==> run_1/density.png <==
Scale bar: 20 µm. The die is cut into 10 by 12 equal tiles; white is low, dark blue is high, 0 to 100% covered.
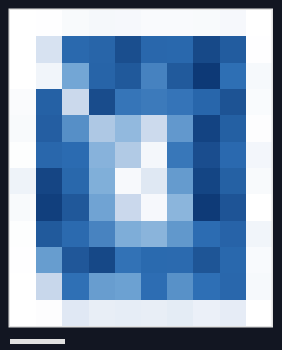
==> run_1/final_placement.png <==
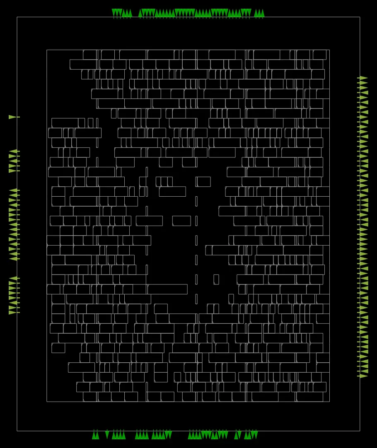
==> run_1/registers.png <==
Scale bar: 20 µm. Other sequential cells in the stronger gray, the rest of the logic in the fainter gray.
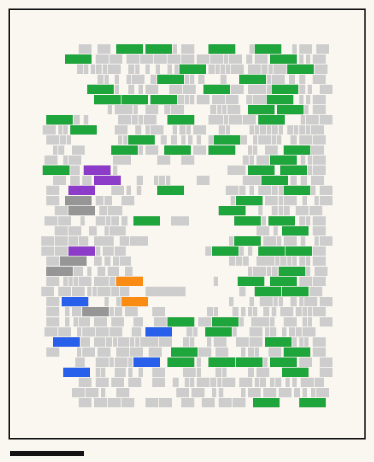
[src/rtl/h2f_regread_arbiter.sv]
// Round-robin arbiter that shares the register bank's single combinational read port
// among NUM_REQ fabric clients, returning one registered word per granted request.
module h2f_regread_arbiter #(
  parameter int NUM_REQ   = 4,
  parameter int TOTREG    = 32,
  parameter int DATAWIDTH = 64,
  localparam int SELW     = $clog2(TOTREG)
) (
  input  logic                      clk,
  input  logic                      rst,
  input  logic [NUM_REQ-1:0]        req_i,
  input  logic [NUM_REQ*SELW-1:0]   req_sel_i,
  output logic [NUM_REQ-1:0]        gnt_o,
  output logic [NUM_REQ-1:0]        rvalid_o,
  output logic [DATAWIDTH-1:0]      rdata_o,
  output logic                      err_o,
  output logic                      busy_o,
  output logic [SELW-1:0]           regsel_o,
  input  logic [DATAWIDTH-1:0]      regdata_i
);

  localparam int IDXW = $clog2(NUM_REQ);
  localparam logic [SELW:0] TOTREG_LIM = (SELW+1)'(TOTREG);

  typedef enum logic {IDLE, READ} state_t;

  state_t            state, state_nxt;
  logic [IDXW-1:0]   last_winner;
  logic [IDXW-1:0]   winner;
  logic [NUM_REQ-1:0] eligible;
  logic              found;

  function automatic logic in_range(input logic [SELW-1:0] sel);
    return {1'b0, sel} < TOTREG_LIM;
  endfunction

  assign busy_o = (state == READ);

  // Arbitration: the client being answered this cycle is masked so a held
  // request cannot win back-to-back against itself.
  always_comb begin
    eligible  = req_i & ~rvalid_o;
    winner    = last_winner;
    found     = 1'b0;
    state_nxt = state;
    for (int i = 1; i <= NUM_REQ; i++) begin
      if (!found && eligible[(int'(last_winner) + i) % NUM_REQ]) begin
        winner = IDXW'((int'(last_winner) + i) % NUM_REQ);
        found  = 1'b1;
      end
    end
    case (state)
      IDLE:    if (found) state_nxt = READ;
      READ:    state_nxt = IDLE;
      default: state_nxt = IDLE;
    endcase
  end

  always_ff @(posedge clk) begin
    if (rst) state <= IDLE;
    else     state <= state_nxt;
  end

  // Grant / capture stage
  always_ff @(posedge clk) begin
    if (rst) begin
      gnt_o       <= '0;
      rvalid_o    <= '0;
      rdata_o     <= '0;
      err_o       <= 1'b0;
      regsel_o    <= '0;
      last_winner <= IDXW'(NUM_REQ - 1);
    end else begin
      case (state)
        IDLE: begin
          rvalid_o <= '0;
          err_o    <= 1'b0;
          if (found) begin
            gnt_o       <= NUM_REQ'(1) << winner;
            regsel_o    <= req_sel_i[winner*SELW +: SELW];
            last_winner <= winner;
          end else begin
            gnt_o <= '0;
          end
        end
        READ: begin
          gnt_o <= '0;
          if ((req_i & gnt_o) != '0) begin
            rvalid_o <= gnt_o;
            if (in_range(regsel_o)) begin
              rdata_o <= regdata_i;
              err_o   <= 1'b0;
            end else begin
              rdata_o <= '0;
              err_o   <= 1'b1;
            end
          end else begin
            rvalid_o <= '0;
            err_o    <= 1'b0;
          end
        end
        default: begin
          gnt_o    <= '0;
          rvalid_o <= '0;
          err_o    <= 1'b0;
        end
      endcase
    end
  end

endmodule

[config.mk]
export PLATFORM = sky130hd
export DESIGN_NAME = h2f_regread_arbiter
export DESIGN_NICKNAME = d
export VERILOG_FILES = /design/src/rtl/h2f_regread_arbiter.sv
export SDC_FILE = /design/constraint.sdc
export NUM_CORES = 1
export LEC_CHECK = 0
export CAP_MARGIN = 20
export CORE_ASPECT_RATIO = 1.25
export CORE_MARGIN = 8
export CORE_UTILIZATION = 39
export DETAILED_ROUTE_END_ITERATION = 7
export GPL_TIMING_DRIVEN = 0
export PLACE_DENSITY = 0.9
export SETUP_SLACK_MARGIN = 0.2
export SYNTH_ARGS = -nofsm -noshare
export SYNTH_HDL_FRONTEND = slang
export SYNTH_SLANG_ARGS = --single-unit
[constraint.sdc]
create_clock -name clk -period 2.1 [get_ports clk]
set_input_delay 0.21 -clock clk [delete_from_list [all_inputs] [get_ports clk]]
set_output_delay 0.21 -clock clk [all_outputs]
set_load 0.01 [all_outputs]
==> results.json, run 1 <==
{
  "status": "completed",
  "r2r_start": "rvalid_o[2]",
  "r2r-end": "regsel_o[0]",
  "p_switching_w": 0.0008709,
  "critPathBufInv": 1,
  "p_comb_w": 0.000666,
  "rsz0062_at_grt": "yes",
  "max-clock-path-buffers": 2,
  "power_w": 0.003410,
  "fin_area_um2": 5060,
  "place_ws_ns": -0.1061,
  "maxCapViolCount": 0,
  "synth_area_um2": 3072,
  "hold_ws_ns": 0.2989,
  "hold_depth": 4,
  "grt_overflow_total": 0,
  "ys_warn_count": 0,
  "clkbuf_count": 12,
  "top_cell_area_share_pct": 52.14,
  "drc": 0,
  "met1_length_mm": 4.117,
  "skew_ns": 0.006169
}
Notes on density.png above:
- mean over tiles: 45%
- tiles over 75% full: 35%
- nearly empty tiles: 13%
- fullest tile: 96%
- emptiest ninth of the die: upper left

Notes on final_placement.png above:
CORE AREA: 7702 µm²
Seq cells: 80
flop share of the area: 31.65%

Notes on registers.png above:
- orange: last_winner (placed flops 2)
- blue: regsel_o (placed flops 5; where lower left)
- green: rdata_o (placed flops 64)
- purple: rvalid_o (placed flops 4; where middle left)
- not colored: 5

--- run 2 (diff from run 1) ---
--- a/config.mk
+++ b/config.mk
@@ -13,6 +13,7 @@
 export GPL_TIMING_DRIVEN = 0
 export PLACE_DENSITY = 0.9
 export SETUP_SLACK_MARGIN = 0.2
+export SKIP_LAST_GASP = 1
 export SYNTH_ARGS = -nofsm -noshare
 export SYNTH_HDL_FRONTEND = slang
 export SYNTH_SLANG_ARGS = --single-unit
==> run_2/registers.png <==
Scale bar: 20 µm. Other sequential cells in the stronger gray, the rest of the logic in the fainter gray.
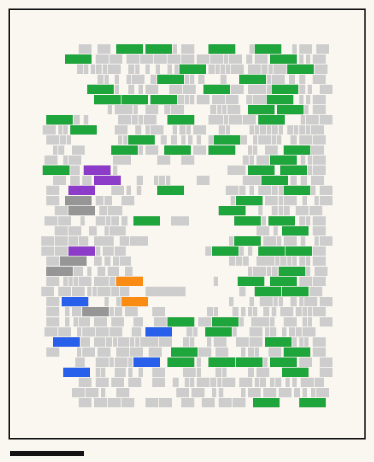
- blue: regsel_o (placed flops 5; where lower left)
- green: rdata_o (placed flops 64)
- purple: rvalid_o (placed flops 4; where middle left)
- orange: last_winner (placed flops 2)
- not colored: 5

==> run 2 against run 1 <==
Non-clock buffer count is the same; routed wire length is the same; first-iteration DRC count is the same; clock skew is the same; worst setup slack is the same; design area is the same; die area is the same; cell count is the same; register-to-register slack is essentially flat; synthesized cell count is the same; largest power group unchanged.
==> results.json, run 2 <==
{
  "ys_sh_aoi_pct": 18.17,
  "yosys_cells": 380,
  "r2r_start": "rvalid_o[2]",
  "largest_registers": "rdata_o x64, regsel_o x5",
  "setup_viol": 0,
  "skew_ns": 0.006169,
  "p_switching_w": 0.0008709,
  "fp.coreArea_um2": 7702,
  "critPathLaunch": "rvalid_o[2]",
  "flop-count": 80,
  "seq_share_pct": 31.65,
  "critPathBufInv": 1,
  "cts-root-buf": "clkbuf_8",
  "power.density_nw_per_um2": 673.9,
  "place_ws_ns": -0.1061,
  "lay_top_count": "clkdlybuf4s50_1",
  "swShare_pct": 25.54,
  "maxCapViolCount": 0,
  "synth_area_um2": 3072,
  "logic_family": "simple AND/OR/NAND/NOR gates",
  "clkbuf_count": 12,
  "p_comb_w": 0.000666,
  "crit_required_ns": 2.33,
  "fmax_ghz": 0.5480,
  "grt_overflow_total": 0,
  "initial_core_util_pct": 39.88,
  "top_cell_area_share_pct": 52.14,
  "dr_total_vias": 3247,
  "drc": 0,
  "synth.distinct_cells": 32,
  "fin_area_um2": 5060,
  "status": "completed",
  "power_w": 0.003410,
  "rsz0062_at_grt": "yes",
  "dieArea_um2": 10990,
  "hold_ws_ns": 0.2989,
  "hold_depth": 4,
  "ys_warn_count": 0,
  "crit_family": "AND-OR/OR-AND gates"
}
==> run_2/port_nets.png <==
Scale bar: 20 µm.
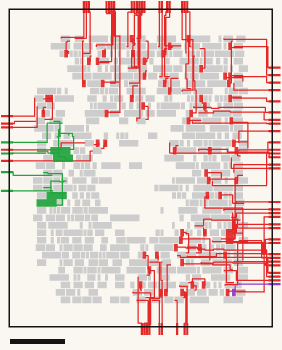

--- run 3 (diff from run 2) ---
--- a/config.mk
+++ b/config.mk
@@ -8,10 +8,11 @@
 export CAP_MARGIN = 20
 export CORE_ASPECT_RATIO = 1.25
 export CORE_MARGIN = 8
-export CORE_UTILIZATION = 39
+export CORE_UTILIZATION = 40
+export CTS_BUF_LIST = sky130_fd_sc_hd__clkbuf_4 sky130_fd_sc_hd__clkbuf_8
 export DETAILED_ROUTE_END_ITERATION = 7
 export GPL_TIMING_DRIVEN = 0
-export PLACE_DENSITY = 0.9
+export PLACE_DENSITY = 0.92
 export SETUP_SLACK_MARGIN = 0.2
 export SKIP_LAST_GASP = 1
 export SYNTH_ARGS = -nofsm -noshare
==> run_3/port_nets.png <==
Scale bar: 20 µm.
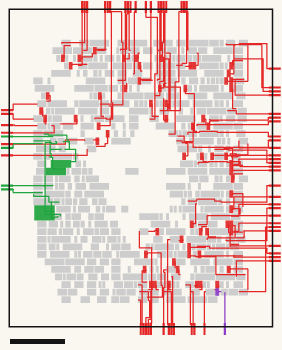
- green: gnt_o (bits 4; direction output; end cells 4; buffers 4; wire 171 µm)
- red: regdata_i (bits 64; direction input; end cells 64; buffers 64; wire 1,990 µm)
- purple: err_o (bits 1; direction output; end cells 1; buffers 1; wire 12.7 µm)

==> run 3 against run 2 <==
Design area down 0.47%; via count about the same; core utilization up 2.4 points; sequential share of layout area up 0.15 points; synthesized area unchanged; synthesized cell count unchanged; critical endpoint is now regsel_o[3].
==> results.json, run 3 <==
{
  "status": "completed",
  "fin_area_um2": 5036,
  "dieArea_um2": 10760,
  "p_switching_w": 0.0008626,
  "synth_area_um2": 3072,
  "power.density_nw_per_um2": 649.7,
  "skew_ns": 0.005158,
  "largest_register": "rdata_o",
  "critPathLaunch": "rvalid_o[2]",
  "seq_share_pct": 31.80,
  "drc": 0,
  "fmax_ghz": 0.5648,
  "largest_registers": "rdata_o x64, regsel_o x5",
  "fp.coreArea_um2": 7401,
  "fillerInstances": 596,
  "grt_overflow_total": 0,
  "place_ws_ns": -0.1252,
  "yosys_cells": 380,
  "clkbuf_count": 10,
  "crit_family": "AND-OR/OR-AND gates",
  "top_cell_area_share_pct": 52.14,
  "power_w": 0.003272,
  "lay_top_count": "clkdlybuf4s50_1",
  "r2r-end": "regsel_o[3]",
  "flop-count": 80,
  "swShare_pct": 26.37,
  "synth.distinct_cells": 32,
  "logic_family": "simple AND/OR/NAND/NOR gates",
  "initial_core_util_pct": 41.50,
  "hold_depth": 4,
  "critPathBufInv": 1,
  "setup_viol": 0,
  "met1_length_mm": 3.905,
  "ys_warn_count": 0,
  "holdPathEnd": "regsel_o[4]",
  "hold_ws_ns": 0.3115,
  "via_per_inst": 4.979,
  "p_comb_w": 0.000668,
  "ys_sh_aoi_pct": 18.17,
  "dr_total_vias": 3246
}
No activity file was given, so power comes from the tool's default toggle rates.
